File: config.mk
export PLATFORM = sky130hd
export DESIGN_NAME = writeback_buffer
export DESIGN_NICKNAME = d
export VERILOG_FILES = /design/src/rtl/wbb_pkg.sv /design/src/rtl/wbb_entry_array.sv /design/src/rtl/writeback_buffer.sv
export SDC_FILE = /design/constraint.sdc
export NUM_CORES = 2
export LEC_CHECK = 0
export CAP_MARGIN = 20
export CORE_AREA = 2 2 423 425
export CTS_CLUSTER_SIZE = 24
export DETAILED_ROUTE_END_ITERATION = 10
export DIE_AREA = 0 0 425 427
export PLACE_DENSITY = 0.52
export SKIP_CTS_REPAIR_TIMING = 1
export SYNTH_ARGS = -nofsm -noshare
export SYNTH_HDL_FRONTEND = slang
export SYNTH_SLANG_ARGS = --single-unit
File: constraint.sdc
create_clock -name clk -period 7.48 [get_ports clk]
set_input_delay 1.122 -clock clk [delete_from_list [all_inputs] [get_ports clk]]
set_output_delay 1.122 -clock clk [all_outputs]
set_load 0.05 [all_outputs]
File: src/rtl/wbb_pkg.sv
// Shared types and constants for the writeback buffer.
// Latency: n/a (types only).
// Backpressure: n/a.
package wbb_pkg;

  localparam int LINE_W      = 256;
  localparam int OFFSET_BITS = 5;
  localparam int TAG_W       = 32 - OFFSET_BITS;

  typedef enum logic [1:0] {
    IDLE   = 2'd0,
    RD_FWD = 2'd1,
    DRAIN  = 2'd2,
    DONE   = 2'd3
  } state_e;

  typedef struct packed {
    logic              valid;
    logic [TAG_W-1:0]  tag;
    logic [LINE_W-1:0] data;
  } entry_t;

  // Byte address of the first byte of a line.
  function automatic logic [31:0] line_addr(input logic [TAG_W-1:0] tag);
    return {tag, {OFFSET_BITS{1'b0}}};
  endfunction

endpackage

File: src/rtl/wbb_entry_array.sv
// Dirty-line storage with a parallel tag match across all valid entries.
// Latency: match and head read are combinational; writes/pops land next edge.
// Backpressure: none; the owning FSM decides when to write, overwrite or pop.
// Ports: lookup_tag -> hit/hit_idx/hit_data; wr_* allocates at wr_idx;
//        ow_en overwrites data at ow_idx; pop_en invalidates head_idx;
//        head_tag/head_data expose the oldest entry for draining.
module wbb_entry_array
  import wbb_pkg::*;
#(
  parameter int DEPTH = 2,
  parameter int IDX_W = 1
) (
  input  logic              clk,
  input  logic              rst,
  input  logic [TAG_W-1:0]  lookup_tag,
  output logic              hit,
  output logic [IDX_W-1:0]  hit_idx,
  output logic [LINE_W-1:0] hit_data,
  input  logic              wr_en,
  input  logic [IDX_W-1:0]  wr_idx,
  input  logic [TAG_W-1:0]  wr_tag,
  input  logic [LINE_W-1:0] wr_data,
  input  logic              ow_en,
  input  logic [IDX_W-1:0]  ow_idx,
  input  logic              pop_en,
  input  logic [IDX_W-1:0]  head_idx,
  output logic [TAG_W-1:0]  head_tag,
  output logic [LINE_W-1:0] head_data
);

  entry_t entries_q [DEPTH];
  entry_t entries_d [DEPTH];

  // Index compares are done in loops so non-power-of-two depths never
  // select a nonexistent slot.
  always_comb begin
    hit       = 1'b0;
    hit_idx   = '0;
    hit_data  = '0;
    head_tag  = '0;
    head_data = '0;
    for (int i = 0; i < DEPTH; i++) begin
      if (entries_q[i].valid && entries_q[i].tag == lookup_tag) begin
        hit      = 1'b1;
        hit_idx  = IDX_W'(i);
        hit_data = entries_q[i].data;
      end
      if (head_idx == IDX_W'(i)) begin
        head_tag  = entries_q[i].tag;
        head_data = entries_q[i].data;
      end
    end
  end

  always_comb begin
    for (int i = 0; i < DEPTH; i++) begin
      entries_d[i] = entries_q[i];
      if (pop_en && head_idx == IDX_W'(i)) entries_d[i].valid = 1'b0;
      if (wr_en && wr_idx == IDX_W'(i)) begin
        entries_d[i].valid = 1'b1;
        entries_d[i].tag   = wr_tag;
        entries_d[i].data  = wr_data;
      end
      if (ow_en && ow_idx == IDX_W'(i)) entries_d[i].data = wr_data;
    end
  end

  always_ff @(posedge clk or negedge rst) begin
    if (!rst) begin
      for (int i = 0; i < DEPTH; i++) entries_q[i] <= '0;
    end else begin
      for (int i = 0; i < DEPTH; i++) entries_q[i] <= entries_d[i];
    end
  end

endmodule

File: src/rtl/writeback_buffer.sv
// Writeback buffer between a data cache and the line arbiter: absorbs dirty
// lines, serves read hits locally, forwards read misses, drains when idle.
// Latency: write/read hit resp 1 cycle after request seen; misses wait dfp_resp.
// Backpressure: requester holds ufp_read/ufp_write until ufp_resp; full buffer drains oldest first.
// Ports: ufp_* upstream (cache side), dfp_* downstream (arbiter side);
//        rst is asynchronous active-low.
module writeback_buffer
  import wbb_pkg::*;
#(
  parameter int DEPTH = 2
) (
  input  logic              clk,
  input  logic              rst,
  input  logic [31:0]       ufp_addr,
  input  logic              ufp_read,
  input  logic              ufp_write,
  input  logic [LINE_W-1:0] ufp_wdata,
  output logic [LINE_W-1:0] ufp_rdata,
  output logic              ufp_resp,
  output logic [31:0]       dfp_addr,
  output logic              dfp_read,
  output logic              dfp_write,
  output logic [LINE_W-1:0] dfp_wdata,
  input  logic [LINE_W-1:0] dfp_rdata,
  input  logic              dfp_resp
);

  localparam int IDX_W = (DEPTH > 1) ? $clog2(DEPTH) : 1;
  localparam int CNT_W = $clog2(DEPTH + 1);
  localparam logic [CNT_W-1:0] DEPTH_C  = CNT_W'(DEPTH);
  localparam logic [IDX_W-1:0] LAST_IDX = IDX_W'(DEPTH - 1);

  state_e            state_q, state_d;
  logic [IDX_W-1:0]  head_q, head_d, tail_q, tail_d;
  logic [CNT_W-1:0]  count_q, count_d;
  logic              dfp_read_q, dfp_read_d, dfp_write_q, dfp_write_d;
  logic [31:0]       dfp_addr_q, dfp_addr_d;
  logic [LINE_W-1:0] dfp_wdata_q, dfp_wdata_d, ufp_rdata_q, ufp_rdata_d;
  logic              ufp_resp_q, ufp_resp_d;

  logic              hit, wr_en, ow_en, pop_en;
  logic [IDX_W-1:0]  hit_idx;
  logic [LINE_W-1:0] hit_data, head_data;
  logic [TAG_W-1:0]  head_tag;
  logic [TAG_W-1:0]  lookup_tag;
  logic [OFFSET_BITS-1:0] unused_offset;

  assign lookup_tag    = ufp_addr[31:OFFSET_BITS];
  assign unused_offset = ufp_addr[OFFSET_BITS-1:0];

  function automatic logic [IDX_W-1:0] next_ptr(input logic [IDX_W-1:0] p);
    return (p == LAST_IDX) ? '0 : p + 1'b1;
  endfunction

  wbb_entry_array #(.DEPTH(DEPTH), .IDX_W(IDX_W)) u_entries (
    .clk        (clk),
    .rst        (rst),
    .lookup_tag (lookup_tag),
    .hit        (hit),
    .hit_idx    (hit_idx),
    .hit_data   (hit_data),
    .wr_en      (wr_en),
    .wr_idx     (tail_q),
    .wr_tag     (lookup_tag),
    .wr_data    (ufp_wdata),
    .ow_en      (ow_en),
    .ow_idx     (hit_idx),
    .pop_en     (pop_en),
    .head_idx   (head_q),
    .head_tag   (head_tag),
    .head_data  (head_data)
  );

  always_comb begin
    state_d     = state_q;
    head_d      = head_q;
    tail_d      = tail_q;
    count_d     = count_q;
    dfp_read_d  = dfp_read_q;
    dfp_write_d = dfp_write_q;
    dfp_addr_d  = dfp_addr_q;
    dfp_wdata_d = dfp_wdata_q;
    ufp_rdata_d = ufp_rdata_q;
    ufp_resp_d  = 1'b0;
    wr_en       = 1'b0;
    ow_en       = 1'b0;
    pop_en      = 1'b0;
    unique case (state_q)
      IDLE: begin
        // Any upstream request wins over starting an idle drain; a write
        // into a full buffer falls through to draining the oldest line and
        // is re-evaluated here once the drain finishes.
        if (ufp_read && hit) begin
          ufp_rdata_d = hit_data;
          ufp_resp_d  = 1'b1;
          state_d     = DONE;
        end else if (ufp_read) begin
          dfp_read_d = 1'b1;
          dfp_addr_d = line_addr(lookup_tag);
          state_d    = RD_FWD;
        end else if (ufp_write && hit) begin
          ow_en      = 1'b1;
          ufp_resp_d = 1'b1;
          state_d    = DONE;
        end else if (ufp_write && count_q != DEPTH_C) begin
          wr_en      = 1'b1;
          tail_d     = next_ptr(tail_q);
          count_d    = count_q + 1'b1;
          ufp_resp_d = 1'b1;
          state_d    = DONE;
        end else if (count_q != '0) begin
          dfp_write_d = 1'b1;
          dfp_addr_d  = line_addr(head_tag);
          dfp_wdata_d = head_data;
          state_d     = DRAIN;
        end
      end
      RD_FWD: begin
        if (dfp_resp) begin
          ufp_rdata_d = dfp_rdata;
          dfp_read_d  = 1'b0;
          dfp_addr_d  = '0;
          ufp_resp_d  = 1'b1;
          state_d     = DONE;
        end
      end
      DRAIN: begin
        if (dfp_resp) begin
          pop_en      = 1'b1;
          head_d      = next_ptr(head_q);
          count_d     = count_q - 1'b1;
          dfp_write_d = 1'b0;
          dfp_addr_d  = '0;
          dfp_wdata_d = '0;
          state_d     = IDLE;
        end
      end
      DONE:    state_d = IDLE;
      default: state_d = IDLE;
    endcase
  end

  always_ff @(posedge clk or negedge rst) begin
    if (!rst) begin
      state_q     <= IDLE;
      head_q      <= '0;
      tail_q      <= '0;
      count_q     <= '0;
      dfp_read_q  <= 1'b0;
      dfp_write_q <= 1'b0;
      dfp_addr_q  <= '0;
      dfp_wdata_q <= '0;
      ufp_rdata_q <= '0;
      ufp_resp_q  <= 1'b0;
    end else begin
      state_q     <= state_d;
      head_q      <= head_d;
      tail_q      <= tail_d;
      count_q     <= count_d;
      dfp_read_q  <= dfp_read_d;
      dfp_write_q <= dfp_write_d;
      dfp_addr_q  <= dfp_addr_d;
      dfp_wdata_q <= dfp_wdata_d;
      ufp_rdata_q <= ufp_rdata_d;
      ufp_resp_q  <= ufp_resp_d;
    end
  end

  assign ufp_rdata = ufp_rdata_q;
  assign ufp_resp  = ufp_resp_q;
  assign dfp_addr  = dfp_addr_q;
  assign dfp_read  = dfp_read_q;
  assign dfp_write = dfp_write_q;
  assign dfp_wdata = dfp_wdata_q;

endmodule

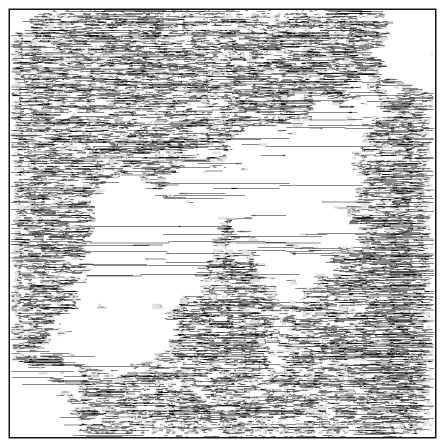
Fig. 1. Met1 routing.
(1 px per µm)
main direction: horizontal
wire length on this layer: 82.2 mm
longest straight run: 125 µm
nets with wire on the layer: 5188
share of all routed wire: 40%

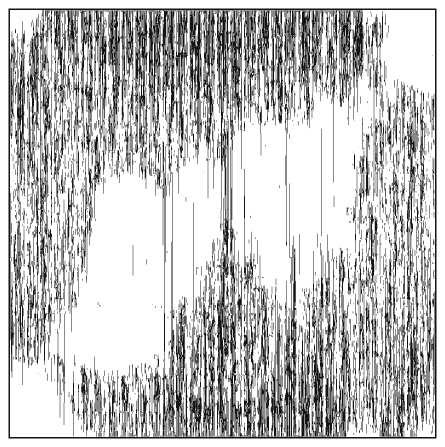
Fig. 2. M2 wires.
(1 px per µm)
wire length on this layer: 99.0 mm
nets with wire on the layer: 5015
share of all routed wire: 49%
longest straight run: 241 µm

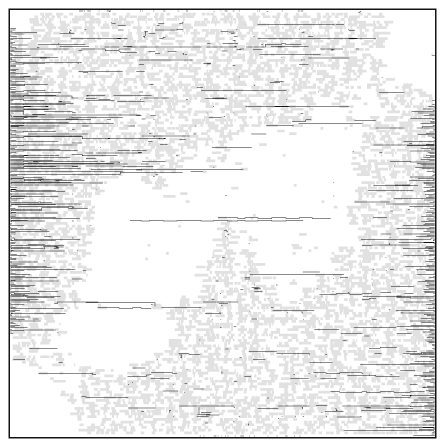
Fig. 3. Metal 3.
(1 px per µm)
share of all routed wire: 6.9%
longest straight run: 152 µm
main direction: horizontal
wire length on this layer: 14000 µm
nets with wire on the layer: 661
met3 Use GR: 6.724%
drt total wl: 203600 µm
vias post-DR: 39250

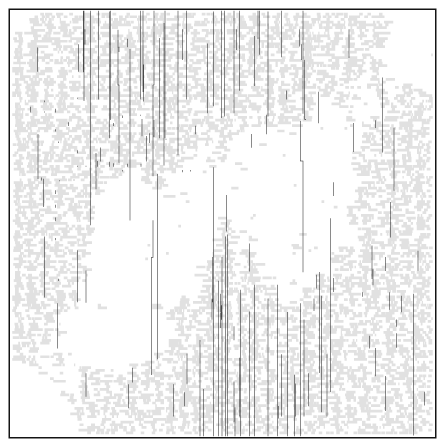
Fig. 4. Signal wires on met4.
(1 px per µm)
nets with wire on the layer: 115
wire length on this layer: 8130 µm
longest straight run: 269 µm
share of all routed wire: 4.0%

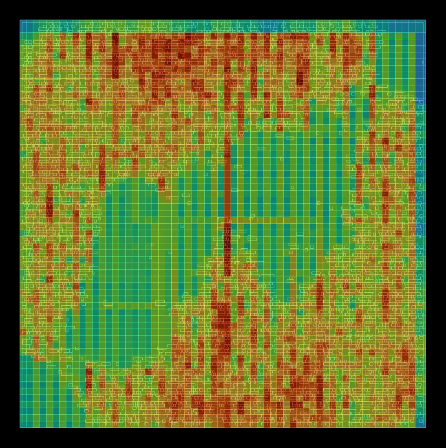
Fig. 5. Routing congestion.
GR met1 Demand/Resource: 25.99%
detailed-route wire length per cell: 26.69 µm
busiest metal layer after global routing: met2
met2 layer usage reported by global route: 35.72%

==> CHANGELOG.md <==
### Physical design

* Outcome: finished, final reports clean
* Pre-antenna DRT Iters at 5
* Post-route antenna net violation count at 0
* Die outline width at 425 µm
* Clock tree from TritonCTS: yes
* Hold Fails Final Rpt at 0
* Sum of negative setup slack at 0 ns
* Iter 0 DRT Violations at 2291
* Final routed DRC violation total at 0
* Critical path start-end classification: primary input to register
* Largest net degree at the start of global routing at 150
* Initial antenna violation count at 78
* Grt ovf at 0
* Required time at the worst-slack endpoint at 8.19 ns
* R2R Setup Slk at 3.05 ns
* Area growth from synthesis to final layout at 34.08%
* # fillers at between 15000 and 20000
* Pwr/cell area at 433.2 nW/µm²
* Time the final worst path needs with I/O delays and setup at between 4 and 5 ns
* Total leakage power at 30.27 nW
* Worst slew margin at 31.58%
* Flop share of the area at 40.35%
* Dominant cell by count in the synthesized netlist: sky130_fd_sc_hd__dfrtp_1
* First-pass GRT wire length at 292300 µm
* Deepest clock path buffer count at 3
* Number of warnings the tools reported at about 60
* Vias/cell at 5.144
* Data arrival time at the worst-slack endpoint at 5.67 ns
* Combinational fraction of the cell area at 31.61%
* Type of the most critical hold path: primary input to asynchronous set/reset pin
* Multi-input combinational gate total at between 2000 and 3000
* Tapcells at 2355
* Type of destination of the critical path: register
* I/O pin count at approximately 1100
* Unrepaired setup endpoints after global routing: no
* Setup-violating endpoint count in the final report at 0
* Leading post-synthesis cells by cell area: sky130_fd_sc_hd__dfrtp_1 54%, sky130_fd_sc_hd__mux2_1 9.6%, sky130_fd_sc_hd__mux2_2 8.3%, sky130_fd_sc_hd__mux2i_1 5.5%, sky130_fd_sc_hd__o2bb2ai_1 4.3%
* Post-layout period usage at 66.28%
* Mux contribution to synthesized area at between 20% and 30%
* Multi-input gate area in the final layout at 21880 µm²
* Clock insertion delay at the later pin of the skew report at 0.79 ns
* Yosys xor share at 0.9840%
* Initial standard-cell utilization of the core at around 29%
* Number of clock sinks at 1116
* Fraction of final layout cells sized beyond drive strength 1 at a little over an eighth
* Count of instantiated cells in the yosys netlist at 4210
* Final estimated routing congestion in global placement at approximately 0.85
* Placed cell area at ~64000 µm²
==> power breakdown <==
| group | switching (mW) | internal [mW] | total, mW |
|---|---|---|---|
| clock network | 2.78 | 4.06 | 6.84 |
| logic | 8.01 | 4.98 | 13.0 |
| registers | 1.66 | 8.50 | 10.2 |
| total | 12.4 | 17.5 | 30.0 |
==> placed cells by master (no fill, tap or decap), drive strengths merged, types with 5 or more instances in the layout <==
cell type,Yosys,layout
xor2,26,26
conb,1,5
diode,0,37
inv,6,12
bufinv,0,6
mux2,822,822
xnor2,32,32
dfrtp,1116,1116
clkbuf,192,210
clkdlybuf4s50,0,1083
nand2,351,351
mux2i,284,284
clkinv,0,24
a31oi,256,256
o2bb2ai,256,256
nand4,40,40
o21ai,291,291
and3,260,260
o211ai,28,28
nor2,5,5
nor4,13,13
buf,187,72
==> logic make-up (layout without fill, tap and decap cells) <==
family	Yosys count	count (layout)
adder cells (fa/ha/maj)	4	4
other	1	42
AND/OR/NAND/NOR	690	690
AND-OR/OR-AND	850	850
buffers and inverters	385	1408
XOR/XNOR	58	58
multiplexers	1106	1106
flip-flops	1116	1116
==> registers in the layout (all words and copies together) (netlist names) <==
| register | count |
|---|---|
| state_q | 2 |
| ufp_rdata | 256 |
| tail_q | 1 |
| dfp_addr | 27 |
| dfp_wdata | 256 |
| ufp_resp | 1 |
| head_q | 1 |
| dfp_read | 1 |
| dfp_write | 1 |
| u_entries.entries_q | 568 |
| count_q | 2 |
==> worst max-delay path: stages <==
cell and delay, ns:
sky130_fd_sc_hd__clkdlybuf4s50_1 0.52, sky130_fd_sc_hd__xor2_1 0.23, sky130_fd_sc_hd__nor4_1 0.38, sky130_fd_sc_hd__and3_4 0.69, sky130_fd_sc_hd__buf_4 0.73, sky130_fd_sc_hd__buf_4 0.82
sky130_fd_sc_hd__and3_1 0.27, sky130_fd_sc_hd__a31oi_1 0.04, sky130_fd_sc_hd__o21ai_0 0.40, sky130_fd_sc_hd__mux2_1 0.20
==> metal layers <==
| layer | up-vias | wire length, µm |
|---|---|---|
| li1 | 17400 | - |
| met1 | 20370 | 82150 |
| met2 | 1078 | 98990 |
| met3 | 334 | 13970 |
| met4 | 58 | 8125 |
| met5 | - | 394 |
==> worst paths after layout <==
check / start / endpoint
setup / recovery: ufp_addr[8] / ufp_rdata[97]
hold / removal: rst / ufp_rdata[92]
setup reg to reg: u_entries.entries_q[259] / ufp_rdata[97]
hold reg to reg: ufp_rdata[86] / ufp_rdata[86]
max in group asynchronous: rst / dfp_wdata[143]
min in group clk: ufp_rdata[86] / ufp_rdata[86]
==> per-stage QoR <==
stage	power [mW]	setup WS, ns	instances	utilization, %	hold slack (ns)
floorplan	18.65	4.063	4214	-	0.4652
global placement	23.16	1.698	7345	36.38	0.4667
detailed placement	23.38	1.724	7345	36.38	0.4724
CTS	30.38	2.553	7592	39.00	0.3670
global route	31.56	2.401	7624	39.04	0.4121
finish	29.99	2.522	7629	39.05	0.3726
No activity file was given, so power comes from the tool's default toggle rates.
